$ cat src/rtl/simon_control_pkg.sv
`default_nettype none
// ============================================================================
//  Module      : simon_control_pkg
//  Description : Shared state encoding and phase-indicator constants for the
//                Simon game control FSM.
//  Revision    : 1.0 - initial release
// ============================================================================
package simon_control_pkg;

    // Game phases, two-bit encoding shared with anything that decodes state
    typedef enum logic [1:0] {
        ST_INPUT    = 2'd0,
        ST_PLAYBACK = 2'd1,
        ST_REPEAT   = 2'd2,
        ST_DONE     = 2'd3
    } state_e;

    // One-hot phase indicator driven on mode_leds
    localparam logic [3:0] C_MODE_INPUT    = 4'b0001;
    localparam logic [3:0] C_MODE_PLAYBACK = 4'b0010;
    localparam logic [3:0] C_MODE_REPEAT   = 4'b0100;
    localparam logic [3:0] C_MODE_DONE     = 4'b1000;

    // Map a phase onto its indicator pattern
    function automatic logic [3:0] mode_of(input state_e s);
        logic [3:0] m;
        m = C_MODE_INPUT;
        case (s)
            ST_INPUT:    m = C_MODE_INPUT;
            ST_PLAYBACK: m = C_MODE_PLAYBACK;
            ST_REPEAT:   m = C_MODE_REPEAT;
            ST_DONE:     m = C_MODE_DONE;
            default:     m = C_MODE_INPUT;
        endcase
        return m;
    endfunction

endpackage
`default_nettype wire

$ cat src/rtl/simon_control_if.sv
`default_nettype none
// ============================================================================
//  Module      : simon_control_if
//  Description : Strobe/status bundle between the Simon control FSM and the
//                Simon datapath (plus the player step pulse).
//  Revision    : 1.0 - initial release
// ============================================================================
interface simon_control_if;
    // Player input
    logic       step;
    // Datapath status flags
    logic       is_legal;
    logic       correct_pattern;
    logic       is_last_element;
    // Datapath strobes
    logic       dp_reset;
    logic       scld;
    logic       rcld;
    logic       rcclr;
    logic       srld;
    logic       led_sel;
    logic [3:0] mode_leds;

    // Controller side
    modport master (
        input  step, is_legal, correct_pattern, is_last_element,
        output dp_reset, scld, rcld, rcclr, srld, led_sel, mode_leds
    );

    // Datapath / player side
    modport slave (
        output step, is_legal, correct_pattern, is_last_element,
        input  dp_reset, scld, rcld, rcclr, srld, led_sel, mode_leds
    );
endinterface
`default_nettype wire

$ cat src/rtl/simon_hold_timer.sv
`default_nettype none
// ============================================================================
//  Module      : simon_hold_timer
//  Description : Per-element display timer. Counts 0..PLAY_HOLD-1 while
//                enabled and pulses tick on the last count; held at zero
//                whenever disabled.
//  Revision    : 1.0 - initial release
// ============================================================================
module simon_hold_timer #(
    parameter int PLAY_HOLD = 4
) (
    input  wire logic clk,
    input  wire logic reset,
    input  wire logic en_i,
    output logic      tick_o
);

    localparam logic [7:0] C_LAST = 8'(PLAY_HOLD - 1);

    logic [7:0] hold_cnt_q;
    logic [7:0] hold_cnt_d;

    assign tick_o = en_i && (hold_cnt_q == C_LAST);

    // Wrap at the last count, park at zero when the display phase is inactive
    always_comb begin
        hold_cnt_d = hold_cnt_q;
        if (!en_i || tick_o) begin
            hold_cnt_d = 8'd0;
        end else begin
            hold_cnt_d = hold_cnt_q + 8'd1;
        end
    end

    // Counter register
    always_ff @(posedge clk) begin
        if (reset) begin
            hold_cnt_q <= 8'd0;
        end else begin
            hold_cnt_q <= hold_cnt_d;
        end
    end

endmodule
`default_nettype wire

$ cat src/rtl/simon_control.sv
`default_nettype none
// ============================================================================
//  Module      : simon_control
//  Description : Simon game control FSM. Sequences the datapath through
//                pattern input, playback, player repeat and game-over
//                display, and tracks the sequence length so the pattern
//                memory never overflows.
//  Revision    : 1.0 - initial release
// ============================================================================
module simon_control
    import simon_control_pkg::*;
#(
    parameter int PLAY_HOLD = 4,
    parameter int MAX_LEN   = 64
) (
    input  wire logic       clk,
    input  wire logic       reset,
    simon_control_if.master bus
);

    localparam logic [6:0] C_MAX_LEN = 7'(MAX_LEN);

    state_e     state_q;
    state_e     state_d;
    logic [6:0] seq_len_q;
    logic [6:0] seq_len_d;
    logic       hold_en;
    logic       hold_tick;

    // The timer only runs while an element is being shown
    assign hold_en = (state_q == ST_PLAYBACK) || (state_q == ST_DONE);

    simon_hold_timer #(
        .PLAY_HOLD (PLAY_HOLD)
    ) u_hold_timer (
        .clk    (clk),
        .reset  (reset),
        .en_i   (hold_en),
        .tick_o (hold_tick)
    );

    // Next-state and strobe decode; reset overrides every state action
    always_comb begin
        state_d       = state_q;
        seq_len_d     = seq_len_q;
        bus.dp_reset  = 1'b0;
        bus.scld      = 1'b0;
        bus.rcld      = 1'b0;
        bus.rcclr     = 1'b0;
        bus.srld      = 1'b0;
        bus.led_sel   = 1'b1;
        bus.mode_leds = mode_of(state_q);

        if (reset) begin
            bus.dp_reset  = 1'b1;
            bus.rcclr     = 1'b1;
            bus.mode_leds = C_MODE_INPUT;
            state_d       = ST_INPUT;
            seq_len_d     = 7'd0;
        end else begin
            case (state_q)
                ST_INPUT: begin
                    // Store the new element and immediately replay the sequence;
                    // the length guard keeps the memory from overflowing
                    if (bus.step && bus.is_legal && (seq_len_q < C_MAX_LEN)) begin
                        bus.srld  = 1'b1;
                        bus.scld  = 1'b1;
                        bus.rcclr = 1'b1;
                        seq_len_d = seq_len_q + 7'd1;
                        state_d   = ST_PLAYBACK;
                    end
                end
                ST_PLAYBACK: begin
                    bus.led_sel = 1'b0;
                    if (hold_tick) begin
                        if (bus.is_last_element) begin
                            bus.rcclr = 1'b1;
                            state_d   = ST_REPEAT;
                        end else begin
                            bus.rcld = 1'b1;
                        end
                    end
                end
                ST_REPEAT: begin
                    if (bus.step) begin
                        if (!bus.correct_pattern) begin
                            bus.rcclr = 1'b1;
                            state_d   = ST_DONE;
                        end else if (bus.is_last_element) begin
                            bus.rcclr = 1'b1;
                            state_d   = (seq_len_q == C_MAX_LEN) ? ST_DONE : ST_INPUT;
                        end else begin
                            bus.rcld = 1'b1;
                        end
                    end
                end
                ST_DONE: begin
                    // Endless replay of the stored sequence until reset
                    bus.led_sel = 1'b0;
                    if (hold_tick) begin
                        if (bus.is_last_element) begin
                            bus.rcclr = 1'b1;
                        end else begin
                            bus.rcld = 1'b1;
                        end
                    end
                end
                default: begin
                    state_d = ST_INPUT;
                end
            endcase
        end
    end

    // State and sequence-length registers
    always_ff @(posedge clk) begin
        if (reset) begin
            state_q   <= ST_INPUT;
            seq_len_q <= 7'd0;
        end else begin
            state_q   <= state_d;
            seq_len_q <= seq_len_d;
        end
    end

endmodule
`default_nettype wire
$ cat src/flat_wrapper.sv
// flat-port wrapper written by rule: the top's interface ports become plain ports
module simon_control_flat import simon_control_pkg::*;
#(
    parameter int PLAY_HOLD = 4,
    parameter int MAX_LEN   = 64
)
  (clk, reset, bus_step, bus_is_legal, bus_correct_pattern, bus_is_last_element, bus_dp_reset, bus_scld, bus_rcld, bus_rcclr, bus_srld, bus_led_sel, bus_mode_leds);
  simon_control_if bus_i ();
  input  wire logic clk;
  input  wire logic reset;
  input wire logic [$bits(bus_i.step)-1:0] bus_step;
  input wire logic [$bits(bus_i.is_legal)-1:0] bus_is_legal;
  input wire logic [$bits(bus_i.correct_pattern)-1:0] bus_correct_pattern;
  input wire logic [$bits(bus_i.is_last_element)-1:0] bus_is_last_element;
  output wire logic [$bits(bus_i.dp_reset)-1:0] bus_dp_reset;
  output wire logic [$bits(bus_i.scld)-1:0] bus_scld;
  output wire logic [$bits(bus_i.rcld)-1:0] bus_rcld;
  output wire logic [$bits(bus_i.rcclr)-1:0] bus_rcclr;
  output wire logic [$bits(bus_i.srld)-1:0] bus_srld;
  output wire logic [$bits(bus_i.led_sel)-1:0] bus_led_sel;
  output wire logic [$bits(bus_i.mode_leds)-1:0] bus_mode_leds;
  assign bus_i.step = bus_step;
  assign bus_i.is_legal = bus_is_legal;
  assign bus_i.correct_pattern = bus_correct_pattern;
  assign bus_i.is_last_element = bus_is_last_element;
  assign bus_dp_reset = bus_i.dp_reset;
  assign bus_scld = bus_i.scld;
  assign bus_rcld = bus_i.rcld;
  assign bus_rcclr = bus_i.rcclr;
  assign bus_srld = bus_i.srld;
  assign bus_led_sel = bus_i.led_sel;
  assign bus_mode_leds = bus_i.mode_leds;
  simon_control #(.PLAY_HOLD(PLAY_HOLD), .MAX_LEN(MAX_LEN)) u_core (.clk(clk), .reset(reset), .bus(bus_i));
endmodule
$ cat config.mk
export PLATFORM = sky130hd
export DESIGN_NAME = simon_control_flat
export DESIGN_NICKNAME = d
export VERILOG_FILES = /design/src/rtl/simon_control_pkg.sv /design/src/rtl/simon_control_if.sv /design/src/rtl/simon_hold_timer.sv /design/src/rtl/simon_control.sv /design/src/flat_wrapper.sv
export SDC_FILE = /design/constraint.sdc
export NUM_CORES = 1
export LEC_CHECK = 0
export CAP_MARGIN = 25
export CORE_AREA = 2 2 67 69
export DETAILED_ROUTE_END_ITERATION = 10
export DIE_AREA = 0 0 69 71
export HOLD_SLACK_MARGIN = 0.06
export PLACE_DENSITY = 0.51
export SKIP_LAST_GASP = 1
export SLEW_MARGIN = 20
export SYNTH_ARGS = -nofsm -noshare
export SYNTH_HDL_FRONTEND = slang
export SYNTH_HIERARCHICAL = 1
export SYNTH_SLANG_ARGS = --single-unit
$ cat constraint.sdc
create_clock -name clk -period 5.4 [get_ports clk]
set_clock_uncertainty 0.1 [all_clocks]
set_input_delay 1.08 -clock clk [delete_from_list [all_inputs] [get_ports clk]]
set_output_delay 1.08 -clock clk [all_outputs]
set_load 0.1 [all_outputs]
==> images/m3.png <==
Scale bar: 20 um.
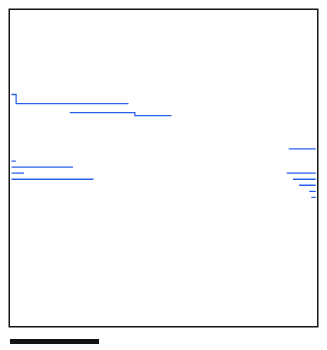
12 nets have wire on it. The layer holds 5.0% of the routed length. The wires run mostly horizontal. The longest straight run is 25.1 um.

==> images/clock_wires.png <==
Scale bar: 20 um.
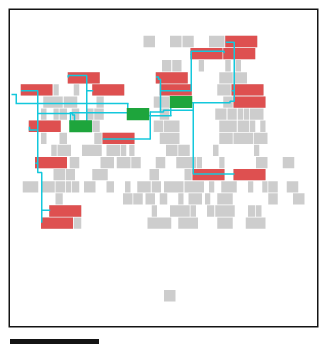
Key: red = flip-flops [count 17]; green = clock-net drivers [count 3]; cyan = clock wires [length 241 um]
There are 4 routed clock nets.

==> images/closeup.png <==
Window x 14 to 54, y 1 to 41 um. Cells in grey, sequential cells in the stronger grey; small squares are vias.
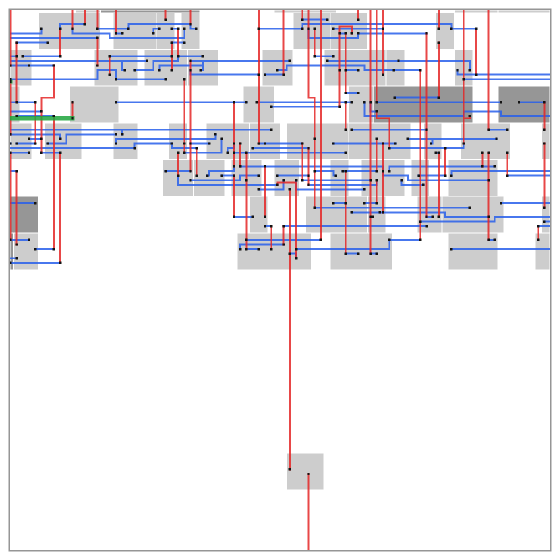
Key: blue = M1; red = M2; green = M3
Most frequent: inv_1 (5), ha_1 (5), nor2_1 (4). Sequential cells in the window: 2. Netlist names of flops here include u_core/seq_len_q (2). 48 logic cells have their middle in the window.

==> images/layers.png <==
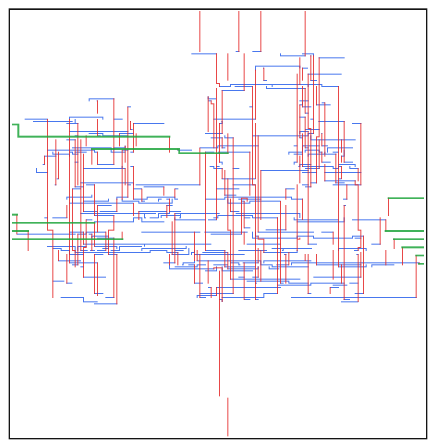
Key: green = M3 [wire length 108 um]; blue = M1 [wire length 1,020 um]; red = M2 [wire length 1,030 um]

==> images/placed.png <==
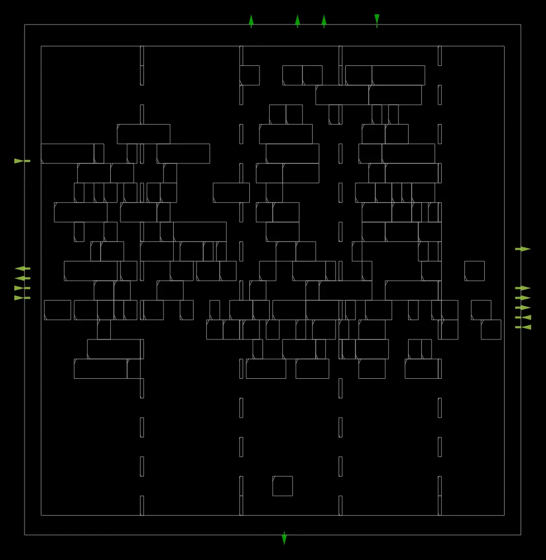
num rows: 24
fraction of area in registers: 0.279

==> impl_metrics.yaml <==
# physical design summary
finish:
  comb-cell-share: 0.500
  drive_gt1_frac: 0.182
  final_layout_top_logic_cells: "dfxtp_1, nor2_1, buf_4"
  layout.non_clock_buffers: 15
  clock_cell_area_share: 0.0379
  regArea_um2: 340
  utilization: 0.290
  comb_area_um2: 611
  nFillCells: 474
  nMultiInputCombCells: 87
  largest_reg_flops: 8
  top_regs: "u_core/u_hold_timer/hold_cnt_q (8), u_core/seq_len_q (7), u_core/state_q (2)"
  diodes: 0
  clock_buffers: 3
  largest-register: "u_core/u_hold_timer/hold_cnt_q"
  finalNonFillerCells: 184
  largest_class: "combinational gates"
  ff_count: 17
  lay_top_count: "dfxtp_1"
  area_growth_pct: 20.8
  nNetsFinal: 148
  inv_count: 9
  buf_share: 0.102
  stdcell_area_um2: 1220
floorplanning:
  tap_cells: 52
  fp_util: 0.240
  die_x_um: 69
  die_h_um: 71
  num_io_pins: 16
  die_area_um2: 4900
  core_um2: 4200
place:
  dpl_worst_slack_ps: 1430
  dp_cells: 180
  dpl_cell_area_um2: 1170
  dp_hpwl_um: 1700
  portBuffers: 15
timing:
  max_freq_mhz: 253
  layout_setup_ws_ps: 1450
  period_needed_ps: 3950
  finalSetupViolCount: 0
  rsz0062_at_grt: "false"
  max_slew.worst_pin.slew_ps: 581
  fin_crit_sh: 0.731
  hold_viol_final: 0
  drv_slew: 0
  hold_ws_ps: 384
  finalSetupTns_ps: 0
  slew_headroom: 0.612
clock_network:
  cts.sinks: 17
  cts_setup_buffers: 0
  hold_buffers: 0
  clk_pin_slew_ps: 60
  clockBufferDepth: 2
  cts_resized: 0
  cts_buffers: 3
  insertion_delay_ps: 250
  cts_root_buf: "clkbuf_8"
  htreeDepth: 1
  cts_tree: "done"
status:
  outcome: "finished clean"
logic_synthesis:
  netlist_top_cells_area: "dfxtp_1, ha_1, nor2_1, xor2_1, nand2b_1"
  ys_sh_mux: 0.0198
  async_reset_ff_frac: 0
  edf_count: 0
  logic_family: "simple AND/OR/NAND/NOR gates"
  yosysMostFrequentCell: "dfxtp_1"
  syn_avg_cell_area_um2: 8.64
  yosysCellCount: 117
  yosys.area_share.xor_xnor: 0.0693
  yosys.area_share.aoi: 0.124
  synth_area_um2: 1010
  ff_type: "dfxtp_1"
  ys_seq_elements: 17
  syn_nets: 132
  top_cell_area_share: 0.337
  synth_cell_types: 34
  synth-adder-area-share: 0.111
  ys_seq_frac: 0.337
  netlist_top_cells_count: "dfxtp_1, nor2_1, ha_1, inv_1"
  ys_area_um2: 1010
  synth_area_leader_cell: "dfxtp_1"
detailed_routing:
  wl_per_cell_um: 11.7
  ant_nets: 0
  drtIter0Drc: 33
  dr.pass1.iters: 2
  highest_layer: "met3"
  drc: 0
  wl_met1_um: 1020
  vias: 826
  drt-total-wl_um: 2150
  dr_wl_met3_um: 108
  met2WireLength_um: 1030
  viasPerCell: 4.49
power:
  internal_power_mw: 0.201
  seq_cell_power_mw: 0.132
  p_sw_frac: 0.327
  comb_cell_power_mw: 0.0704
  power_density_nw_per_um2: 244
  ir_drop_mv: 0.139
  total_power_mw: 0.298
  p_clk_frac: 0.321
  sequentialPowerShare: 0.443
  p_clk_mw: 0.0956
  combPwrFrac: 0.236
  top_power_group: "sequential cells"
  p_leak_nw: 0.471
setup_path:
  cp-start-kind: "input pin"
  cp_max_fo: 19
  arrival_ps: 2770
  endpoint: "bus_rcld"
  cp-end-kind: "output pin"
  crit_required_ps: 4220
  worstReg2RegEnd: "u_core/state_q[1]"
  setup.worst_path.class: "in -> out"
  crit_buf_inv: 2
  reg2reg_depth: 7
  setup.worst_path.start: "reset"
  max_stage_delay_ps: 710
  cp_slowest_cell: "clkdlybuf4s50_1"
  r2r-start: "u_core/state_q[1]"
  worstPathCellList: "clkdlybuf4s50_1 > or2_2 > nor3_1 > buf_4"
  path_depth: 4
  cp_top_family: "buffers and inverters"
  r2r_slack_ps: 3430
min_path:
  hold_path_class: "reg -> reg"
  worstHoldStart: "u_core/u_hold_timer/hold_cnt_q[0]"
  holdPathEnd: "u_core/u_hold_timer/hold_cnt_q[0]"
  holdPathStages: 1
global_routing:
  grt_busiest_layer: "met2"
  gr-total-overflow: 0
  grtUsageMet1: 0.114
  grt_use_met3: 0.0356
  antenna_found_initial: 0
  grt_first_pass_wirelength_um: 3660
  gr-usage-met2: 0.155
job:
  log.warning_count: 32
Power and IR drop assume default switching activity.
